### src/rtl/jam1_pkg.sv
// Shared JAM-1 sequencer definitions: state encoding, NOP opcode and the
// per-state output decode used by the pipeline sequencer.
package jam1_pkg;

    typedef enum logic [2:0] {
        S_FILL   = 3'd0,
        S_RUN    = 3'd1,
        S_FLUSH  = 3'd2,
        S_DRAIN  = 3'd3,
        S_GRANT  = 3'd4,
        S_RESUME = 3'd5
    } state_t;

    localparam logic [7:0] NOP_OPCODE = 8'h00;

    typedef struct packed {
        logic pipe_advance;
        logic inject_nop;
        logic pc_inc;
        logic bus_grant;
        logic running;
    } seq_out_t;

    // Moore output pattern for each state; FetchSuppress is OR-ed in by the top.
    function automatic seq_out_t decode_state(input state_t s);
        seq_out_t o;
        o = '0;
        case (s)
            S_FILL: begin
                o.pipe_advance = 1'b1;
                o.inject_nop   = 1'b1;
            end
            S_RUN: begin
                o.pipe_advance = 1'b1;
                o.pc_inc       = 1'b1;
                o.running      = 1'b1;
            end
            S_FLUSH: begin
                o.pipe_advance = 1'b1;
                o.inject_nop   = 1'b1;
                o.pc_inc       = 1'b1;
            end
            S_GRANT: begin
                o.bus_grant    = 1'b1;
            end
            default: o = '0;
        endcase
        return o;
    endfunction

endpackage

### src/rtl/pipe_sequencer.sv
// JAM-1 pipeline sequencer: stage-register advance, NOP injection, PC gating
// and CPU/external-master bus arbitration.
module pipe_sequencer
    import jam1_pkg::*;
#(
    parameter int unsigned PIPE_DEPTH   = 4,
    parameter int unsigned FLUSH_CYCLES = 2,
    parameter int unsigned CNT_W        = 3
) (
    input  logic clk,
    input  logic rst_n,
    input  logic BusRequest,
    input  logic MemBusy,
    input  logic FetchSuppress,
    input  logic BranchTaken,
    output logic PipeAdvance,
    output logic InjectNop,
    output logic PCInc,
    output logic BusGrant,
    output logic Running
);

    localparam logic [CNT_W-1:0] CNT_FILL  = CNT_W'(PIPE_DEPTH);
    localparam logic [CNT_W-1:0] CNT_FLUSH = CNT_W'(FLUSH_CYCLES);
    localparam logic [CNT_W-1:0] CNT_ONE   = CNT_W'(1);

    state_t           state;
    state_t           state_next;
    logic [CNT_W-1:0] cnt;
    logic [CNT_W-1:0] cnt_next;
    logic [CNT_W-1:0] cnt_dec;
    logic             cnt_last;
    seq_out_t         out_q;
    seq_out_t         out_next;

    // Saturating decrement; a count of 0 or 1 both end the phase.
    assign cnt_dec  = (cnt == '0) ? '0 : cnt - CNT_ONE;
    assign cnt_last = (cnt <= CNT_ONE);

    // State, counter and output registers; outputs are pre-decoded from next state.
    always_ff @(posedge clk or negedge rst_n) begin
        if (!rst_n) begin
            state <= S_FILL;
            cnt   <= CNT_FILL;
            out_q <= decode_state(S_FILL);
        end else begin
            state <= state_next;
            cnt   <= cnt_next;
            out_q <= out_next;
        end
    end

    // Next-state and counter logic.
    always_comb begin
        state_next = state;
        cnt_next   = cnt;
        case (state)
            S_FILL: begin
                if (cnt_last) begin
                    state_next = S_RUN;
                end else begin
                    cnt_next = cnt_dec;
                end
            end
            S_RUN: begin
                if (BranchTaken) begin
                    state_next = S_FLUSH;
                    cnt_next   = CNT_FLUSH;
                end else if (BusRequest) begin
                    state_next = S_DRAIN;
                end
            end
            S_FLUSH: begin
                if (BranchTaken) begin
                    cnt_next = CNT_FLUSH;
                end else if (cnt_last) begin
                    state_next = BusRequest ? S_DRAIN : S_RUN;
                end else begin
                    cnt_next = cnt_dec;
                end
            end
            S_DRAIN: begin
                // A request withdrawn before the grant goes straight back to running.
                if (!BusRequest) begin
                    state_next = S_RUN;
                end else if (!MemBusy) begin
                    state_next = S_GRANT;
                end
            end
            S_GRANT: begin
                if (!BusRequest) begin
                    state_next = S_RESUME;
                end
            end
            S_RESUME: begin
                state_next = S_RUN;
            end
            default: begin
                state_next = S_FILL;
                cnt_next   = CNT_FILL;
            end
        endcase
        out_next = decode_state(state_next);
    end

    assign PipeAdvance = out_q.pipe_advance;
    assign PCInc       = out_q.pc_inc;
    assign BusGrant    = out_q.bus_grant;
    assign Running     = out_q.running;
    // Operand bytes are still fetched but must not reach decode as opcodes.
    assign InjectNop   = out_q.inject_nop | (out_q.running & FetchSuppress);

endmodule

### config.mk
export PLATFORM = sky130hd
export DESIGN_NAME = pipe_sequencer
export DESIGN_NICKNAME = d
export VERILOG_FILES = /design/src/rtl/jam1_pkg.sv /design/src/rtl/pipe_sequencer.sv
export SDC_FILE = /design/constraint.sdc
export NUM_CORES = 1
export LEC_CHECK = 0
export ABC_AREA = 1
export CORE_MARGIN = 5
export CORE_UTILIZATION = 48
export CTS_BUF_LIST = sky130_fd_sc_hd__clkbuf_8
export DETAILED_ROUTE_END_ITERATION = 7
export PLACE_DENSITY_LB_ADDON = 0.3
export SYNTH_ARGS = -nofsm -noshare
export SYNTH_HDL_FRONTEND = slang
export SYNTH_SLANG_ARGS = --single-unit
### constraint.sdc
create_clock -name clk -period 1.05 [get_ports clk]
set_input_delay 0.1575 -clock clk [delete_from_list [all_inputs] [get_ports clk]]
set_output_delay 0.1575 -clock clk [all_outputs]
set_load 0.005 [all_outputs]
Figure 1. Cells colored by class (run 1).
Fill, decap, tap and diode cells in gray.
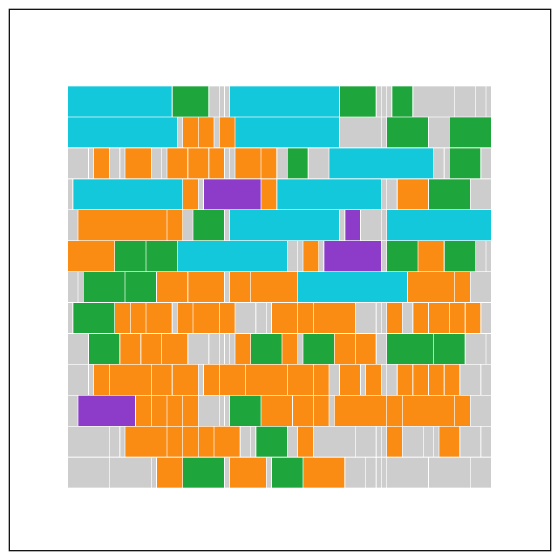
green -> other buffers and delay cells  # cells 25
cyan -> flip-flops  # cells 11
purple -> clock drivers and dummy loads  # cells 4
orange -> all other logic  # cells 82

Figure 2. Cells by drive strength (run 1).
Scale bar: 10 um.
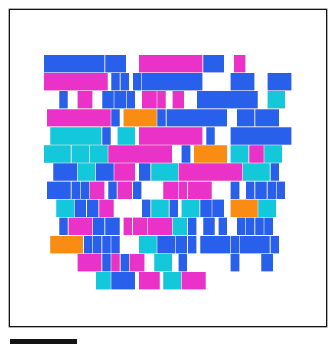
blue -> drive 1 or less  # cells 70, most used nand2_1
cyan -> drive 3 to 4  # cells 20, most used buf_4
magenta -> drive 2  # cells 28, most used nor2_2
orange -> drive 6 and up  # cells 4, most used clkbuf_8

==> CHANGELOG.md, run 1 <==
## Implementation

* Critical path depth at 6
* FF-to-FF setup slack at -0.21 ns
* Global route total overflow at 0
* Fin Hold WS at 0.202 ns
* Port Buffer Count at 10
* PnR worst setup slack at -0.215 ns
* Avg Cell Area, Syn at between 7 and 8 um2
* Hpwl dp at ~1100 um
* Clock buffer count at 3
* Worst R2R Path Depth at 6
* Register Area at 283 um2
* Placed insts at 128
* Core utilization at floorplan at 51.2%
* Overall power at 3040 uW
* Cell Chain, Critical Path: nor3_2, nand2_1, nand3_2, nor2_4, nand2_2, inv_1
* Worst setup path class: flop to flop
* RSZ-0062 raised after global routing: yes
* Area-dominant class: logic gates
* Worst Setup End Kind: flop
* Initial antenna violation count at 0
* Die H at around 47 um
* Status: complete, but fails checks
* P_sw at approximately 1300 uW
* Die Width at approximately 47 um
* Finish-stage setup viols at 11
* Failing checks: negative setup slack
* Max frequency at 791 MHz
Figure 3. Placed standard cells (run 1).
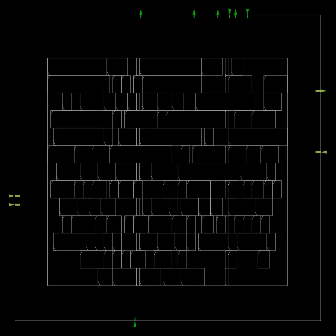
flip-flops: 11
num rows: 13
post-route insts no fill: 137
utilization after layout: 76.9%
core area: 0.00132 mm2

Figure 4. Clock wires, drivers and flops (run 1).
Scale bar: 10 um.
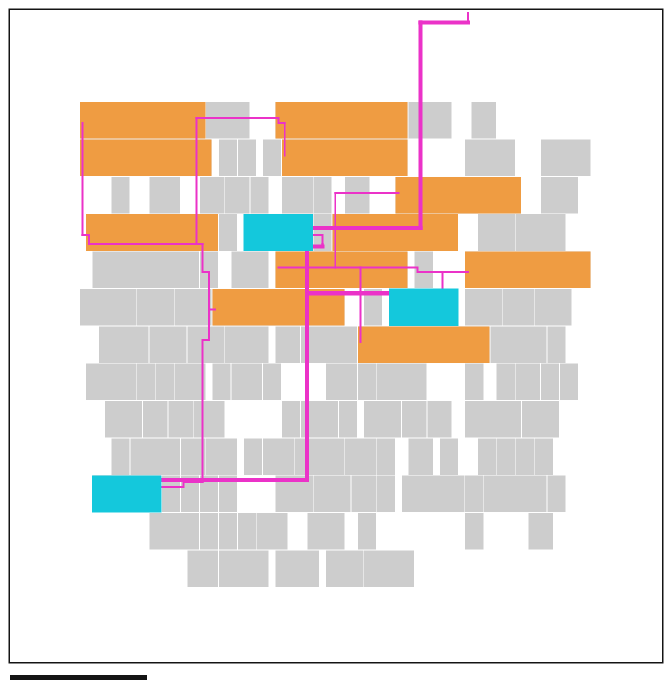
orange -> flip-flops  # count 11
magenta -> clock wires  # length 177 um
cyan -> cells driving clock nets  # count 3
routed clock nets = 4
Clock Skew: 0.00605 ns
clk_lat worst skew: 0.24 ns
Clk. pwr: 418 uW
Clock power frac: 13.7%

run 1: how the worst min path moves through the flow:
stage,startpoint,to,slack [ns]
finish,rst_n,PCInc,0.20
CTS,rst_n,PCInc,0.21
floorplan,rst_n,BusGrant,-0.14
detailed placement,rst_n,cnt[0],0.47
global route,rst_n,PCInc,0.21
global placement,rst_n,cnt[0],0.47
run 1: layer usage:
layer | GRT usage (%) | vias to the layer above | wire length [um]
li1 | - | 348 | -
met1 | 19.8 | 320 | 672
met2 | 26.2 | 22 | 852
met3 | 7.14 | 7 | 80
met4 | 9.39 | 0 | 48
met5 | 0 | - | 0
run 1: worst register-to-register path, delay by kind of cell, from the launching register on:
| family | cells | cell delay, ns |
|---|---|---|
| buf+inv | 1 | 0.04 |
| flops | 1 | 0.48 |
| simple gates | 5 | 0.64 |
run 1: power by group through the flow:
stage / registers, uW / logic (uW) / clock network [uW]
finish: 842 / 1780 / 418
global route: 869 / 1990 / 456
CTS: 800 / 1590 / 428
detailed placement: 784 / 1500 / 0
global placement: 781 / 1460 / 0
floorplan: 775 / 936 / 0
run 1: synthesized netlist by cell type:
cell      count  area (um2)
nor2_1       12        45.0
a21o_1        1        7.51
dfstp_2       3        78.8
o21ai_0       4        20.0
nand2_1      22        82.6
nand4_1       1        6.26
o21ai_1       2        10.0
nor2_2        2        12.5
a21oi_1       2        10.0
dfrtp_1       8         200
nand4_4       1        21.3
nor3_1        1        5.00
ha_1          2        25.0
o211ai_1      2        15.0
inv_1        16        60.1
inv_2         4        15.0
nand3_1       8        40.0
nand3_2       2        20.0
run 1: flip-flops by register name, indices dropped and copies added, names as in the netlist:
| signal | flops |
|---|---|
| state | 3 |
| PCInc | 1 |
| Running | 1 |
| out_q | 1 |
| BusGrant | 1 |
| PipeAdvance | 1 |
| cnt | 3 |
Figure 5. Metal layers overlaid (run 1).
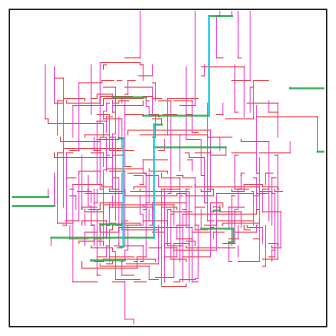

--- run 2 (diff from run 1) ---
PLACE_DENSITY = 0.8   (was unset)
PLACE_DENSITY_LB_ADDON = unset   (was 0.3)
Figure 6. Metal layers overlaid (run 2).
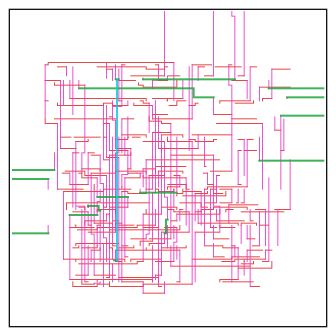
magenta -> met2  # wire length 895 um
red -> met1  # wire length 715 um
green -> met3  # wire length 102 um
cyan -> met4  # wire length 27.2 um

==> run 2 against run 1 <==
  * The run still ends with negative setup slack left
  * Sequential power is 2% higher
  * Non-clock buffer count is 1 lower
  * Via count stayed put
  * Synthesized cell count stayed put
  * Maximum frequency is 3.5% lower
  * Combinational power is 6% higher
  * Die size stayed put
  * Register-to-register slack worse by 0.05 ns
  * Power is 3.8% higher
  * Critical path type unchanged
==> CHANGELOG.md, run 2 <==
## Implementation

* Top cells by area: dfrtp_1, nand2_1, dfstp_2
* Top-count cell post-synth: nand2_1
* Avg Cell Area, Syn at 7.25 um2
* Core area at 0.00132 mm2
* Max frequency at 763 MHz
* Overall power at 3160 uW
* PnR worst setup slack at -0.261 ns
* Clk_lat worst skew at around 0.23 ns
* Failing checks: negative setup slack
* Status: complete, but fails checks
* Synth top area share at roughly 30%
* Dominant flop cell: dfrtp_1
* Clock Skew at 0.00233 ns
* Finish-stage setup viols at 12
* Global route total overflow at 0
* Cell Chain, Critical Path: nor2_4, nand4_1, nand2_1, nor2_2, nand3_1, nand2_1
* Die H at approximately 47 um
* Port Buffer Count at 10
* Fin Hold WS at 0.214 ns
* Largest regs: cnt x3, state x3
* Core utilization at floorplan at 51.2%
-- run 2: cell counts after synthesis --
Identical to the previous run, type by type.
-- run 2: per-stage QoR --
stage	cells	area [um2]
after detailed placement	129	887
after global placement	129	887
after CTS	134	952
after global routing	136	1060
after floorplan	93	686
final	136	1060
-- run 2: layout make-up --
cell class	instances	area, um2
Clock buffer	3	41.3
Sequential cell	11	283
Fill cell	93	255
Tap cell	15	18.8
Inverter	20	82.6
Timing Repair Buffer	24	199
Clock inverter	1	3.75
Multi-Input combinational cell	62	434
-- run 2: worst paths after layout --
kind | to | slack, ns | cells after the start
max | PCInc | -0.26 | 6
min | BusGrant | 0.21 | 2
max reg2reg | PCInc | -0.26 | 6
min reg2reg | cnt[2] | 0.61 | 2
max in group asynchronous | cnt[2] | 0.61 | 2
min in group clk | cnt[2] | 0.61 | 2
-- run 2: cell families after synthesis --
logic type      Yosys count
compound gates           11
fa+ha+maj                 2
buf+inv                  20
flops                    11
simple gates             49
-- run 2: worst register-to-register path: cells and delay by family (launching register included) --
| family | cells | cell delay [ns] |
|---|---|---|
| AND/OR/NAND/NOR | 6 | 0.65 |
| flip-flops | 1 | 0.60 |
-- run 2: metal layers --
layer | vias to the layer above | share of wire (%) | track usage, %
met4 | 0 | 1.6 | 3.87
met5 | - | 0 | 0
met1 | 324 | 41 | 18.0
li1 | 346 | - | -
met2 | 25 | 51 | 29.1
met3 | 2 | 5.8 | 6.39
-- run 2: report_power, final --
part           switching [uW]  total [uW]  internal [uW]  leakage, uW
registers                 213         861            648     0.000130
logic                    1040        1890            857     0.000402
clock network             149         405            256    0.0000269
total                    1400        3160           1760     0.000559
Figure 7. Clock wires, drivers and flops (run 2).
Scale bar: 10 um.
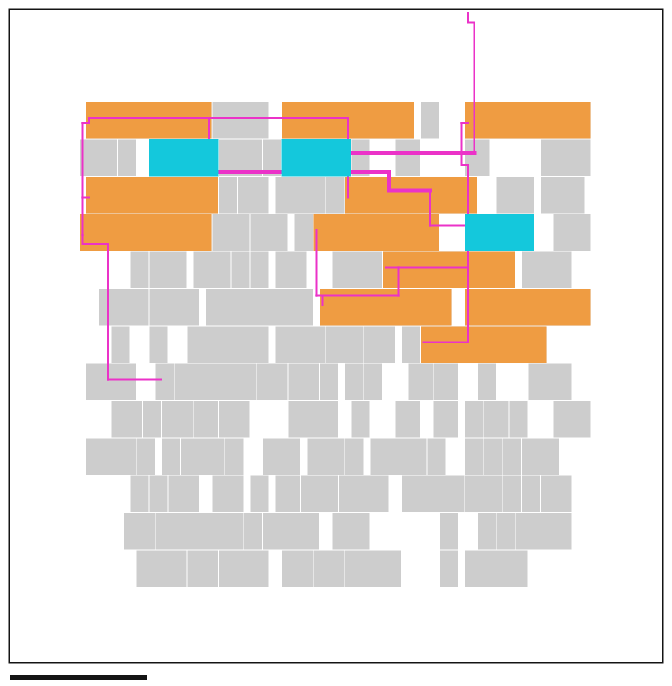

--- run 3 (diff from run 2) ---
CORE_UTILIZATION = 45   (was 48)
CTS_BUF_LIST = sky130_fd_sc_hd__clkbuf_4 sky130_fd_sc_hd__clkbuf_8 sky130_fd_sc_hd__clkbuf_16   (was sky130_fd_sc_hd__clkbuf_8)
PLACE_DENSITY = 0.76   (was 0.8)
Figure 8. Clock wires, drivers and flops (run 3).
Scale bar: 10 um.
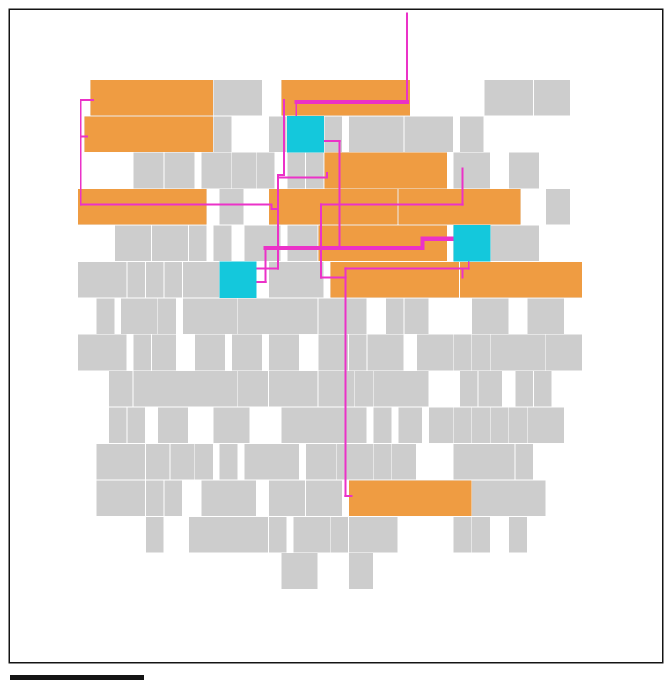
magenta -> clock wires  # length 140 um
cyan -> cells driving clock nets  # count 3
orange -> flip-flops  # count 11
routed clock nets = 4

==> run 3 against run 2 <==
  * The run still ends with negative setup slack left
  * Critical path depth did not move
  * Wire length up 1.8%
  * Register-to-register slack improved by 0.08 ns
  * Clock skew up 0.0017 ns
  * Via count fell by 0.86%
  * Cell area unchanged
  * Global-route usage fell by 0.21 points
  * Sequential cell count is the same
  * Sequential power decreased by 0.6%
  * Largest power group unchanged
  * Highest routed layer is now met3
==> CHANGELOG.md, run 3 <==
## Implementation

* Dominant flop cell: dfrtp_1
* Overall power at approximately 3100 uW
* Num rows at 14
* Post-route insts no fill at 141
* Post-synth ARST share at 100%
* Yosys top cell by area: dfrtp_1
* Clk_lat worst skew at 0.27 ns
* Initial antenna violation count at 0
* Post-synth EDFFs at 0
* Instance area at placement at 873 um2
* Global route total overflow at 0
* Finish-stage setup viols at 12
* ANT cells at 0
* Max frequency at 815 MHz
* Clock Skew at 0.00401 ns
* PnR worst setup slack at -0.178 ns
* Port Buffer Count at 10
* Status: complete, but fails checks
* Synth top area share at 29.7%
* Placed insts at between 100 and 150
* Boundary Pins at 11
* Worst setup path class: flop to flop
* Synth top cells by count: nand2_1, inv_1, nor2_1
* Core utilization at floorplan at 45.8%
* Avg Cell Area, Syn at 7.25 um2
* Die Width at 48.7 um
* Clock root cell: clkbuf_4
* Hpwl dp at 1190 um
* Top-count cell post-synth: nand2_1
* Largest regs: cnt x3, state x3
* RSZ-0062 raised after global routing: yes
* Fin Hold WS at 0.174 ns
* Die H at about 49 um
* Failing checks: negative setup slack
* Fin area at ~0.0011 mm2
* Core area at 0.00147 mm2
run 3: worst paths after layout:
check                           startpoint     endpoint  slack, ns  depth (start not counted)
worst max register to register    state[2]      Running      -0.18                          6
max in group asynchronous            rst_n  PipeAdvance       0.65                          2
min in group clk                    cnt[0]       cnt[0]       0.66                          3
worst min register to register      cnt[0]       cnt[0]       0.66                          3
worst min-delay path                 rst_n       cnt[1]       0.17                          2
worst max-delay path              state[2]      Running      -0.18                          6
run 3: per-layer routing:
layer	vias up	share of wire (%)	GRT usage [%]
met4	0	0	2.69
met1	322	37	16.3
met3	0	4.6	3.68
li1	352	-	-
met2	17	58	32.6
met5	-	0	0
run 3: layout make-up:
type	count	area, um2
Inverter	20	80.1
Tap cell	16	20.0
Sequential cell	11	283
Timing Repair Buffer	28	234
Fill cell	122	409
Clock buffer	4	30.0
Multi-Input combinational cell	62	415
run 3: critical path, cell delays in order (launching register included):
cell and delay (ns):
dfrtp_2 0.51, inv_4 0.13, nand3_4 0.09, o21ai_4 0.20, nor2_4 0.07, nand2_2 0.07
inv_1 0.05
run 3: power breakdown:
group          internal, uW  switching [uW]  leakage (uW)
logic                   890            1040      0.000410
registers               647             209      0.000130
clock network           173             138     0.0000184
total                  1710            1390      0.000558
run 3: cell families after synthesis:
logic type,after synthesis
AND/OR/NAND/NOR,49
buffers and inverters,20
AND-OR/OR-AND,11
flip-flops,11
adder cells (fa/ha/maj),2
run 3: what timing repair did:
| item | 4_1_cts | 5_1_grt |
|---|---|---|
| buffers inserted | 7 | 3 |
| pin swaps | 11 | 7 |
| resized | 33 | 17 |
| endpoints found under the setup margin | 14 | 16 |
Power figures rest on the tool's default switching activity, not on a simulated workload.
